### src/rtl/buf_pkg.sv
// Shared definitions for the LIFO/FIFO buffer.
//   MODE_LIFO / MODE_FIFO : values of the mode input and the registered mode
//   ptr_inc               : pointer increment that wraps at an arbitrary depth
package buf_pkg;

    localparam logic MODE_LIFO = 1'b0;
    localparam logic MODE_FIFO = 1'b1;

    // Depth need not be a power of two, so the wrap is an explicit compare.
    function automatic int unsigned ptr_inc(input int unsigned ptr, input int unsigned depth);
        return (ptr == depth - 1) ? 0 : ptr + 1;
    endfunction

endpackage

### src/rtl/buf_regfile.sv
// DEPTH x WIDTH_DATA register file for the LIFO/FIFO buffer.
//   clk   : rising-edge clock
//   we    : write enable
//   waddr : write address
//   wdata : write data
//   raddr : read address (asynchronous read)
//   rdata : read data
// Storage is intentionally not reset.
module buf_regfile #(
    parameter int unsigned WIDTH_DATA = 16,
    parameter int unsigned DEPTH      = 10,
    localparam int unsigned PW        = $clog2(DEPTH)
) (
    input  logic                  clk,
    input  logic                  we,
    input  logic [PW-1:0]         waddr,
    input  logic [WIDTH_DATA-1:0] wdata,
    input  logic [PW-1:0]         raddr,
    output logic [WIDTH_DATA-1:0] rdata
);

    logic [WIDTH_DATA-1:0] mem [DEPTH];

    always_ff @(posedge clk) begin
        if (we) begin
            mem[waddr] <= wdata;
        end
    end

    assign rdata = mem[raddr];

endmodule

### src/rtl/lifo_fifo_buffer.sv
// Run-time selectable LIFO (stack) / FIFO (queue) buffer.
//   clk, reset  : clock, synchronous active-low reset
//   mode        : 0=LIFO, 1=FIFO; adopted only while empty and not pushing
//   push, pop   : write data_in / read one entry (both may be set together)
//   data_in     : write data
//   clear_err   : clears sticky error flags (a same-cycle error wins)
//   data_out    : registered read data, holds when no pop is accepted
//   out_valid   : one-cycle pulse when data_out was updated by a pop
//   count       : occupancy; full/empty/almost_full decoded from it
//   overflow    : sticky, push refused while full
//   underflow   : sticky, pop refused while empty
module lifo_fifo_buffer
    import buf_pkg::*;
#(
    parameter int unsigned WIDTH_DATA = 16,
    parameter int unsigned DEPTH      = 10,
    parameter int unsigned AF_MARGIN  = 2,
    localparam int unsigned CW        = $clog2(DEPTH + 1),
    localparam int unsigned PW        = $clog2(DEPTH)
) (
    input  logic                  clk,
    input  logic                  reset,
    input  logic                  mode,
    input  logic                  push,
    input  logic                  pop,
    input  logic [WIDTH_DATA-1:0] data_in,
    input  logic                  clear_err,
    output logic [WIDTH_DATA-1:0] data_out,
    output logic                  out_valid,
    output logic [CW-1:0]         count,
    output logic                  full,
    output logic                  empty,
    output logic                  almost_full,
    output logic                  overflow,
    output logic                  underflow
);

    logic [CW-1:0]         count_q, count_d;
    logic [PW-1:0]         wr_ptr_q, wr_ptr_d;
    logic [PW-1:0]         rd_ptr_q, rd_ptr_d;
    logic                  mode_q, mode_d;
    logic [WIDTH_DATA-1:0] data_out_q, data_out_d;
    logic                  out_valid_q, out_valid_d;
    logic                  overflow_q, overflow_d;
    logic                  underflow_q, underflow_d;

    logic                  is_empty, is_full;
    logic                  push_ok, pop_ok;
    logic [CW-1:0]         top_m1;
    logic [PW-1:0]         waddr, raddr;
    logic [WIDTH_DATA-1:0] rdata;

    always_comb begin
        is_empty    = (count_q == '0);
        is_full     = (count_q == CW'(DEPTH));
        pop_ok      = pop && !is_empty;
        // A full buffer still takes a push when a pop frees a slot in the same cycle.
        push_ok     = push && (!is_full || pop_ok);
        top_m1      = count_q - CW'(1);

        wr_ptr_d    = wr_ptr_q;
        rd_ptr_d    = rd_ptr_q;
        raddr       = rd_ptr_q;
        waddr       = wr_ptr_q;

        if (mode_q == MODE_LIFO) begin
            raddr = PW'(top_m1);
            // Push with pop replaces the old top instead of stacking above it.
            waddr = pop_ok ? PW'(top_m1) : PW'(count_q);
        end else begin
            if (push_ok) begin
                wr_ptr_d = PW'(ptr_inc(32'(wr_ptr_q), DEPTH));
            end
            if (pop_ok) begin
                rd_ptr_d = PW'(ptr_inc(32'(rd_ptr_q), DEPTH));
            end
        end

        count_d = count_q;
        if (push_ok && !pop_ok) begin
            count_d = count_q + CW'(1);
        end else if (pop_ok && !push_ok) begin
            count_d = top_m1;
        end

        mode_d      = (is_empty && !push) ? mode : mode_q;
        data_out_d  = pop_ok ? rdata : data_out_q;
        out_valid_d = pop_ok;

        overflow_d  = overflow_q;
        if (push && !push_ok) begin
            overflow_d = 1'b1;
        end else if (clear_err) begin
            overflow_d = 1'b0;
        end

        underflow_d = underflow_q;
        if (pop && !pop_ok) begin
            underflow_d = 1'b1;
        end else if (clear_err) begin
            underflow_d = 1'b0;
        end
    end

    always_ff @(posedge clk) begin
        if (!reset) begin
            count_q     <= '0;
            wr_ptr_q    <= '0;
            rd_ptr_q    <= '0;
            mode_q      <= MODE_LIFO;
            data_out_q  <= '0;
            out_valid_q <= 1'b0;
            overflow_q  <= 1'b0;
            underflow_q <= 1'b0;
        end else begin
            count_q     <= count_d;
            wr_ptr_q    <= wr_ptr_d;
            rd_ptr_q    <= rd_ptr_d;
            mode_q      <= mode_d;
            data_out_q  <= data_out_d;
            out_valid_q <= out_valid_d;
            overflow_q  <= overflow_d;
            underflow_q <= underflow_d;
        end
    end

    buf_regfile #(
        .WIDTH_DATA(WIDTH_DATA),
        .DEPTH     (DEPTH)
    ) u_regfile (
        .clk  (clk),
        .we   (push_ok && reset),
        .waddr(waddr),
        .wdata(data_in),
        .raddr(raddr),
        .rdata(rdata)
    );

    assign data_out    = data_out_q;
    assign out_valid   = out_valid_q;
    assign count       = count_q;
    assign full        = (count_q == CW'(DEPTH));
    assign empty       = (count_q == '0);
    assign almost_full = (count_q >= CW'(DEPTH - AF_MARGIN));
    assign overflow    = overflow_q;
    assign underflow   = underflow_q;

endmodule

### config.mk
export PLATFORM = sky130hd
export DESIGN_NAME = lifo_fifo_buffer
export DESIGN_NICKNAME = d
export VERILOG_FILES = /design/src/rtl/buf_pkg.sv /design/src/rtl/buf_regfile.sv /design/src/rtl/lifo_fifo_buffer.sv
export SDC_FILE = /design/constraint.sdc
export NUM_CORES = 1
export LEC_CHECK = 0
export ABC_AREA = 1
export CAP_MARGIN = 40
export CELL_PAD_IN_SITES_DETAIL_PLACEMENT = 0
export CELL_PAD_IN_SITES_GLOBAL_PLACEMENT = 2
export CORE_ASPECT_RATIO = 0.8
export CORE_MARGIN = 2
export CORE_UTILIZATION = 30
export CTS_BUF_LIST = sky130_fd_sc_hd__clkbuf_8
export DETAILED_ROUTE_END_ITERATION = 16
export GPL_TIMING_DRIVEN = 0
export PLACE_DENSITY_LB_ADDON = 0.1
export SLEW_MARGIN = 5
export SYNTH_ARGS = -nofsm -noshare
export SYNTH_HDL_FRONTEND = slang
export SYNTH_SLANG_ARGS = --single-unit
### constraint.sdc
create_clock -name clk -period 2.8 [get_ports clk]
set_clock_uncertainty 0.05 [all_clocks]
set_input_delay 0.42 -clock clk [delete_from_list [all_inputs] [get_ports clk]]
set_output_delay 0.42 -clock clk [all_outputs]
set_load 0.01 [all_outputs]
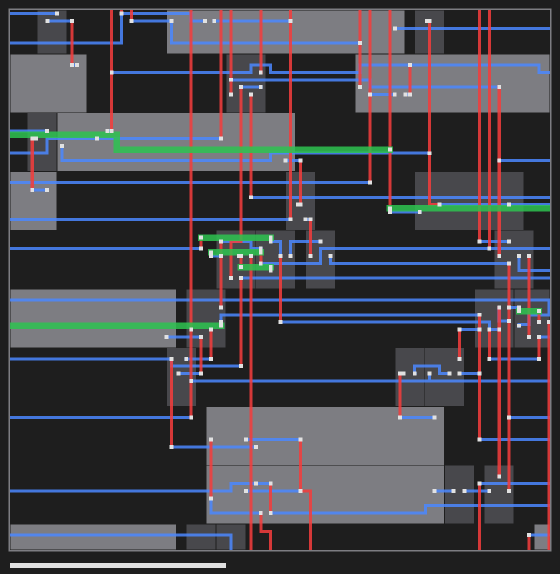
(close-up of the layout)
The bar under the picture is 10 um long. Window x 36 to 61, y 26 to 51 um. Cells in grey, sequential cells in the stronger grey; small squares are vias.
- green: met3
- blue: met1
- red: met2
- netlist names of flops here include: u_regfile.mem (6)
- cells with their middle in the window: 24
- most frequent: nand3_1 (8), inv_1 (7), edfxtp_1 (6)
- sequential cells in the window: 6

==> run summary <==
Figures from the flow reports.

Setup path:
- For this design, the slowest cell found on the critical path is dfxtp_2.
- The run gives the beginning of the worst register-to-register path as count[0].
- The run gives the termination of the worst setup path as u_regfile.mem[6][8].
- STA lists the endpoint of the worst register-to-register path as u_regfile.mem[6][8].
- On the worst path, the slowest cell contributes a delay of 0.43 ns.
- The run gives the worst path buffer plus inverter count as 2.
- The run gives the type of origin of the critical path as a flip-flop.
- The run gives the timing startpoint of the critical path as count[0].
- Logic depth along the worst register-to-register path is recorded as 10.
- The kind of cell with the highest combined delay along the critical path is simple AND/OR/NAND/NOR gates.
- The run gives the worst path required time as 2.95 ns.
- The setup path with the least slack is of type flip-flop to flip-flop.
- The run puts the critical path data arrival time at 2.77 ns.

STA:
- The run gives the highest clock rate as 381.3 MHz.
- Setup repair after global routing could not meet its margin everywhere.
- The run gives the transition at the pin with the smallest max-transition slack as 0.6572 ns.
- The run gives the number of setup violations in the final report as 0.
- Post-route period utilization is reported as 93.66%.
- The run gives the final-report hold violation count as 0.
- In the final timing run, aggregate negative setup slack is 0 ns.
- Once routing completed, OpenROAD measured the worst setup slack at 0.1775 ns.
- The run puts the time the worst path needs with I/O delays and setup at 2.622 ns.

Global routing:
- The run gives the global routing usage on met2 as 27.50%.
- The run gives the residual overflow from global routing as 0.
- The run gives the initial antenna violation count as 0.
- The run gives the largest net degree at the start of global routing as 17.
- The run puts the met1 usage in global routing at 26.13%.

Yosys:
- The run gives the post-synthesis net count as 905.
- The share of synthesized area in the top cell type comes to 55.85%.
- Synthesis produced 879 cells.
- The run gives the async set or reset register ratio after synthesis as 0%.
- Ranked by instance count, the synthesized netlist is headed by 188 x nand3_1, 175 x nand2_1, 160 x edfxtp_1, 149 x inv_1, 32 x dfxtp_1.
- The run gives the area share of and-or/or-and cells after synthesis as 3.941%.
- The run puts the count of flip-flops with a built-in enable after synthesis at 160.
- The run puts the number of distinct library cells after synthesis at 30.
- edfxtp_1 takes more of the synthesized area than any other cell.
- Looking at the gate-level netlist, the highest instance count belongs to nand3_1.
- Grouping non-sequential cells by family puts the most area in simple AND/OR/NAND/NOR gates.
- The run puts the number of cells in Yosys stat at 879.
- The run gives the post-synthesis register bit count as 192.
- The cell-mix breakdown from Yosys lists the XOR/XNOR area share as 0.2036%.
- The run puts the area fraction in full adders, half adders and majority gates at 0.5817%.
- The main area contributors are edfxtp_1 56%, nand3_1 11%, nand2_1 7.6%.
- The run puts the number of synthesis warnings at 0.

Run status:
- The flow ran to the end, and the final reports show no timing, DRC or antenna violations.

Floorplan:
- The die covers 30060 sq um.
- The run puts the die boundary height at 155.5 um.
- From left edge to right edge, the die measures 193.3 um.

Min path:
- The run gives the terminating pin of the worst hold path as underflow.
- The path class of the tightest hold or removal check is flip-flop to flip-flop.
- For the worst min-delay path, the startpoint reported by OpenROAD is underflow.

Finish:
- The run puts the post-layout net count at 991.
- The run puts the total of fill cells in the finished design at 2919.
- u_regfile.mem holds more flip-flops than any other register.
- The run gives the buffer share of cell area as 9.504%.
- Summing all flip-flop and latch instances after layout gives 5448 sq um.
- The run puts the number of sequential cells at 192.
- The run puts the growth of design area from synthesis to finish at 20.43%.
- The run gives the fraction of layout instances using a drive strength above 1 as 12.27%.
- The most common logic cells in the final layout are 187 x nand3_1, 174 x nand2_1, 160 x edfxtp_1, 150 x inv_1, 47 x clkdlybuf4s50_1.
- The run gives the count of buffers not belonging to the clock network in the layout as 108.
- The run puts the share of cell area taken by multi-input logic gates at 23.33%.
- The run puts the final antenna diode count at 0.
- The run gives the utilization of the core after routing as 36.72%.
- Measured on the final layout, the clock distribution area share stands at 4.371%.
- Registers represent a cell area share of 52.58%.
- The run gives the top cell class by occupied area as sequential cells.
- The run puts the count of inverters not on the clock network in the layout at 158.
- Leaving out buffers and inverters, the combinational logic in the layout accounts for 2417 sq um.
- The run puts the total non-filler cell area in the finished layout at 10360 sq um.

Placement:
- The run gives the post-detailed-placement half-perimeter wirelength as 18720 um.
- The run gives the cell total after placement as 1307.
- The run puts the number of buffer cells added on primary ports at 47.
- The run puts the cell area reported after detailed placement at 9736 sq um.

Pwr:
- The run gives the power share of the clock group as 19.1%.
- The internal portion of the total power is 6201 uW.
- The run puts the leakage component of the power at 0.004261 uW.
- The run puts the power in sequential cells at 3620 uW.
- The final power report lists total power as 11050 uW.
- The run puts the share of total power in combinational logic at 48.1%.
- The run puts the part of the total power dissipated in sequential elements at 32.8%.
- Combinational cells consume a total of 5320 uW.
- The run gives the maximum vdd drop as 0.0003619 V.
- The run puts the switching portion of total power at 43.87%.

Drt:
- In the detailed route, the total length drawn on met3 is 880 um.
- Per the detailed-route log, wirelength across all metal layers totals 26030 um.
- The run gives the via count normalized by instance count as 4.566.
- The run gives the topmost layer with routed signal wires as met4.
- The run gives the first-pass detailed-route iteration total as 5.
- The routed wirelength on the met1 layer is recorded as 13650 um.
- In the routed design, unresolved DRC markers number 0.
- The run puts the number of nets with antenna violations after detailed routing at 0.
- The run puts the total met2 wirelength after detailed routing at 11320 um.

Clock network:
- Gates resized during post-CTS repair numbered 11.
- Per the repair_timing log after CTS, setup buffers inserted total 7.
- Hold repair after CTS inserted 0 buffers.
- The run puts the H-tree depth reported by CTS at 4.
- The run puts the clock insertion delay at the later pin of the skew report at 0.50 ns.
- The run gives the number of sinks driven by the clock tree as 192.
- TritonCTS built the clock tree.
- The run gives the buffer cell driving the clock tree root as clkbuf_8.
- The run gives the clock-pin slew on the worst setup and hold paths as 0.11 ns.

Job:
- The number of maximum-capacitance violations recorded for the run is 0.
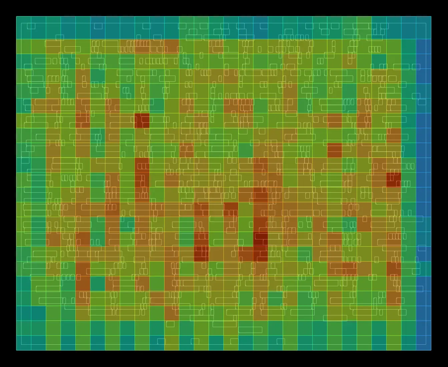
(routing congestion)
busiest layer in global routing: met2
average wire per standard cell: 19.31 um

Power is estimated from default activity; no workload was simulated.
